M1 wires:
The bar under the picture is 20 um long. Supply wires on this layer in grey.
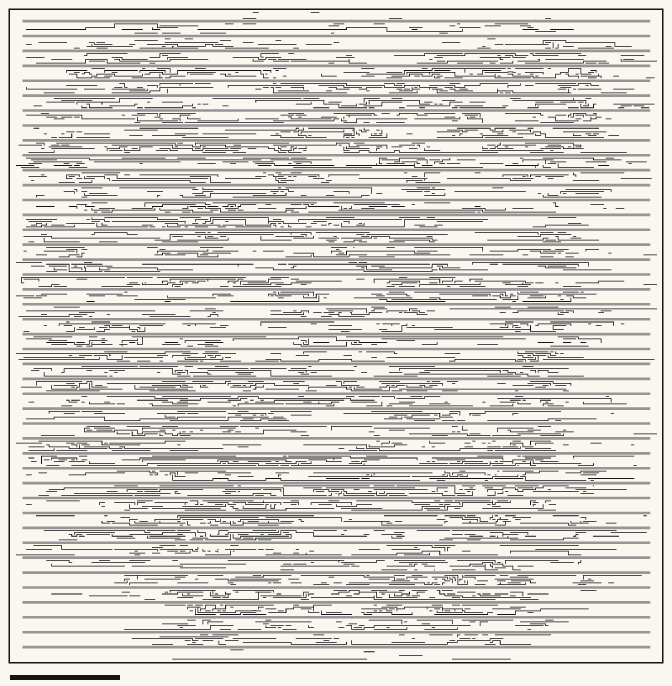
M2 wires:
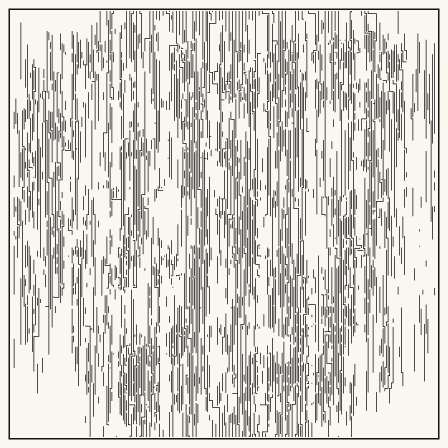
===== config.mk =====
export PLATFORM = sky130hd
export DESIGN_NAME = pc_gen
export DESIGN_NICKNAME = d
export VERILOG_FILES = /design/src/rtl/pc_gen.sv
export SDC_FILE = /design/constraint.sdc
export NUM_CORES = 1
export LEC_CHECK = 0
export ABC_CLOCK_PERIOD_IN_PS = 2500
export CAP_MARGIN = 30
export CORE_MARGIN = 2
export CORE_UTILIZATION = 53
export CTS_CLUSTER_SIZE = 16
export DETAILED_ROUTE_END_ITERATION = 12
export DONT_BUFFER_PORTS = 1
export GPL_TIMING_DRIVEN = 1
export MAX_ROUTING_LAYER = met4
export PLACE_DENSITY = 0.81
export SLEW_MARGIN = 20
export SYNTH_ARGS = -nofsm -noshare
export SYNTH_HDL_FRONTEND = slang
export SYNTH_SLANG_ARGS = --single-unit
export TNS_END_PERCENT = 1

===== constraint.sdc =====
create_clock -name clk -period 2.5 [get_ports clk]
set_input_delay 0.25 -clock clk [delete_from_list [all_inputs] [get_ports clk]]
set_output_delay 0.25 -clock clk [all_outputs]
set_load 0.1 [all_outputs]

===== src/rtl/pc_gen.sv =====
// pc_gen: fetch-address generator with prioritised redirects, a valid/ready
// fetch handshake, stall buffering of redirects and misaligned-target faults.
module pc_gen #(
  parameter int unsigned            XLEN       = 32,
  parameter logic [XLEN-1:0]        PC_INIT    = '0,
  parameter int unsigned            STEP       = 4,
  parameter int unsigned            ALIGN_BITS = 2
) (
  input  logic            clk,
  input  logic            nrst,
  output logic            fetch_req_valid,
  input  logic            fetch_req_ready,
  output logic [XLEN-1:0] fetch_pc,
  output logic [XLEN-1:0] pc_add4,
  input  logic            stall,
  input  logic            trap_en,
  input  logic [XLEN-1:0] trap_addr,
  input  logic            ret_en,
  input  logic [XLEN-1:0] ret_addr,
  input  logic            branch_addr_en,
  input  logic [XLEN-1:0] branch_addr,
  output logic            misalign_fault,
  output logic [XLEN-1:0] misalign_addr,
  output logic            pending_valid
);

  // Low address bits that must be zero; all-zero mask disables the check.
  localparam logic [XLEN-1:0] ALIGN_MASK = XLEN'((64'd1 << ALIGN_BITS) - 64'd1);

  typedef enum logic [1:0] {
    S_BOOT  = 2'b00,
    S_RUN   = 2'b01,
    S_FAULT = 2'b10
  } state_e;

  state_e            state_q, state_d;
  logic [XLEN-1:0]   pc_q, pc_d;
  logic              valid_q, valid_d;
  logic              pend_valid_q, pend_valid_d;
  logic              pend_trap_q, pend_trap_d;
  logic [XLEN-1:0]   pend_addr_q, pend_addr_d;
  logic              fault_q, fault_d;
  logic [XLEN-1:0]   fault_addr_q, fault_addr_d;

  logic              sel_en_c;
  logic [XLEN-1:0]   sel_addr_c;
  logic              apply_c;
  logic [XLEN-1:0]   tgt_c;

  // Redirect priority: trap > return > branch.
  always_comb begin
    sel_en_c = trap_en | ret_en | branch_addr_en;
    if (trap_en) begin
      sel_addr_c = trap_addr;
    end else if (ret_en) begin
      sel_addr_c = ret_addr;
    end else begin
      sel_addr_c = branch_addr;
    end
  end

  // Next-state, next-PC, pending buffer and fault logic.
  always_comb begin
    state_d      = state_q;
    pc_d         = pc_q;
    pend_valid_d = pend_valid_q;
    pend_trap_d  = pend_trap_q;
    pend_addr_d  = pend_addr_q;
    fault_d      = 1'b0;
    fault_addr_d = fault_addr_q;
    apply_c      = 1'b0;
    tgt_c        = '0;

    case (state_q)
      S_BOOT, S_RUN: begin
        state_d = S_RUN;
        if (stall) begin
          // A trap already waiting is never displaced by a lower-priority redirect.
          if (sel_en_c && !(pend_valid_q && pend_trap_q && !trap_en)) begin
            pend_valid_d = 1'b1;
            pend_trap_d  = trap_en;
            pend_addr_d  = sel_addr_c;
          end
        end else if (pend_valid_q) begin
          // Older buffered redirect goes first; a new one takes its slot.
          apply_c = 1'b1;
          tgt_c   = pend_addr_q;
          if (sel_en_c) begin
            pend_trap_d = trap_en;
            pend_addr_d = sel_addr_c;
          end else begin
            pend_valid_d = 1'b0;
            pend_trap_d  = 1'b0;
          end
        end else if (sel_en_c) begin
          apply_c = 1'b1;
          tgt_c   = sel_addr_c;
        end else if ((state_q == S_RUN) && fetch_req_ready) begin
          pc_d = pc_add4;
        end

        if (apply_c) begin
          if (|(tgt_c & ALIGN_MASK)) begin
            fault_d      = 1'b1;
            fault_addr_d = tgt_c;
            state_d      = S_FAULT;
          end else begin
            pc_d = tgt_c;
          end
        end
      end

      S_FAULT: begin
        // Only a trap can leave the fault state.
        if (trap_en) begin
          if (|(trap_addr & ALIGN_MASK)) begin
            fault_d      = 1'b1;
            fault_addr_d = trap_addr;
          end else begin
            pc_d         = trap_addr;
            state_d      = S_RUN;
            pend_valid_d = 1'b0;
            pend_trap_d  = 1'b0;
          end
        end
      end

      default: begin
        state_d = S_BOOT;
      end
    endcase

    valid_d = (state_d == S_RUN);
  end

  // State and datapath registers.
  always_ff @(posedge clk or negedge nrst) begin
    if (!nrst) begin
      state_q      <= S_BOOT;
      pc_q         <= PC_INIT;
      valid_q      <= 1'b0;
      pend_valid_q <= 1'b0;
      pend_trap_q  <= 1'b0;
      pend_addr_q  <= '0;
      fault_q      <= 1'b0;
      fault_addr_q <= '0;
    end else begin
      state_q      <= state_d;
      pc_q         <= pc_d;
      valid_q      <= valid_d;
      pend_valid_q <= pend_valid_d;
      pend_trap_q  <= pend_trap_d;
      pend_addr_q  <= pend_addr_d;
      fault_q      <= fault_d;
      fault_addr_q <= fault_addr_d;
    end
  end

  assign fetch_pc        = pc_q;
  assign pc_add4         = pc_q + XLEN'(STEP);
  assign fetch_req_valid = valid_q;
  assign pending_valid   = pend_valid_q;
  assign misalign_fault  = fault_q;
  assign misalign_addr   = fault_addr_q;

endmodule


==> results.py <==
# Metrics from the implementation run
metrics = {
    "run_status": {
        "status": "finished with violations",
        "violations": "negative hold slack",
    },
    "route": {
        "wl_met3_mm": 1.98,
    },
    "timing": {
        "finalHoldViolations": 102,
        "hold-worst-slack_ns": -0.424,
    },
    "logic_synthesis": {
        "synth_seq_share": 0.364,
        "yosys-stat-area_um2": 7010,
        "syn_nets": 885,
        "yosysUniqueCellTypes": 65,
        "yosysCellCount": 781,
    },
    "setup_path": {
        "worstSetupPathType": "flip-flop to output port",
        "crit_chain": "nand4_1 -> nor2_1 -> nand2_2 -> nor2_4 -> xor2_4 -> buf_12",
        "crit_arrival_ns": 2.23,
        "crit_family": "simple AND/OR/NAND/NOR gates",
    },
    "cells_and_area": {
        "drive_gt1_frac": 0.335,
        "final-instance-count-excl-fill": 1011,
        "area_growth_pct": 27.6,
        "seqCellArea_um2": 2600,
    },
    "cts": {
        "cts_tree": "yes",
        "clock_sinks": 102,
        "cts.clk_slew.worst_paths_ns": 0.08,
    },
    "placement": {
        "gp_congestion": 0.904,
        "dpl.cell_count": 984,
    },
    "floorplan": {
        "fp-utilization": 0.536,
    },
    "flow_run": {
        "warnings": 33,
    },
    "global_route": {
        "first_global_vias": 6670,
    },
    "worst_hold_path": {
        "hp-class": "input port to async pin",
    },
}
## Picture notes: 'M1 wires'
The longest straight run is 40.0 um. The layer carries 9900 um of wire. 854 nets have wire on it. The layer holds 41% of the routed length. The wires run mostly horizontal.

## Picture notes: 'M2 wires'
838 nets have wire on it. The wires run mostly vertical. The longest straight run is 56.3 um. The layer carries 11900 um of wire. The layer holds 49% of the routed length.

-- registers in the layout (all words and copies together) (netlist names) --
signal           count
fetch_req_valid      1
misalign_addr       32
pend_trap_q          1
misalign_fault       1
fetch_pc            32
pend_addr_q         32
pending_valid        1
state_q              2
-- cell usage in the layout (no fill, tap or decap), types with 24 or more instances in the layout --
cell type | synthesis | routed
nand2_1 | 102 | 99
nor2_1 | 34 | 27
mux2i_1 | 44 | 44
mux2_2 | 64 | 64
buf_4 | 3 | 77
o21ai_0 | 80 | 80
buf_12 | 0 | 28
dfrtp_1 | 102 | 74
nor3_1 | 26 | 24
-- worst paths after layout --
check / slack [ns] / start / endpoint / depth (start not counted)
max reg2reg: 0.16 / fetch_pc[20] / fetch_pc[28] / 6
max in group asynchronous: 2.67 / nrst / fetch_pc[3] / 0
min: -0.42 / nrst / fetch_pc[24] / 0
max: 0.02 / fetch_pc[16] / pc_add4[23] / 6
min in group clk: 0.05 / trap_addr[2] / fetch_pc[2] / 2
min reg2reg: 0.48 / pend_addr_q[4] / pend_addr_q[4] / 2
-- cell type report --
class                      instances  share of cell area
tap                              176              0.0246
clock inverter                     5              0.0119
clock buffer                      11              0.0271
timing repair buffer             110               0.133
inverter                           8             0.00336
multi-input combinational        599               0.509
sequential                       102               0.291
-- routing by layer --
| layer | vias up | GRT usage |
|---|---|---|
| li1 | 2936 | - |
| met1 | 3335 | 0.457 |
| met2 | 379 | 0.555 |
| met3 | 45 | 0.0757 |
| met4 | 0 | 0.107 |
| met5 | - | - |
-- Yosys cell counts, drive strengths merged (5+ instances only) --
library cell  number  area, um^2
nand2            102         383
o211ai             6        45.0
mux2              64         721
buf               29         171
xor2              23         201
nand4             20         146
nor4              11        68.8
xnor2             22         193
nor2              35         134
a31oi              7        43.8
inv                8        30.0
o31ai              5        37.5
o22ai             11        68.8
a22o              22         193
a21oi              7        35.0
nand2b             6        37.5
nor3              27         140
nand3             20         105
and3               8        50.1
mux2i             44         440
dfrtp            102        2550
a22oi             12        90.1
o21ai             80         400
clkbuf            43         164
-- through the flow --
step           setup slack, ns  utilization
6_report                0.0158        0.683
5_1_grt                -0.0619        0.683
2_1_floorplan           -0.453            -
3_5_place_dp            0.0499        0.639
4_1_cts                -0.0314        0.672
3_3_place_gp            0.0553        0.639
-- logic make-up after synthesis --
kind of cell             count (synthesis)  synth area share
AND/OR/NAND/NOR                        263             0.191
AND-OR/OR-AND                          181             0.168
multiplexers                           108             0.166
flip-flops                             102             0.364
buffers and inverters                   80            0.0521
XOR/XNOR                                45            0.0562
adder cells (fa/ha/maj)                  2           0.00321
-- repair_timing --
action,CTS,global route
setup buffers,0,11
endpoints found under the hold margin,102,102
resized,22,18
pin swaps,0,8
endpoints found under the setup margin,10,12
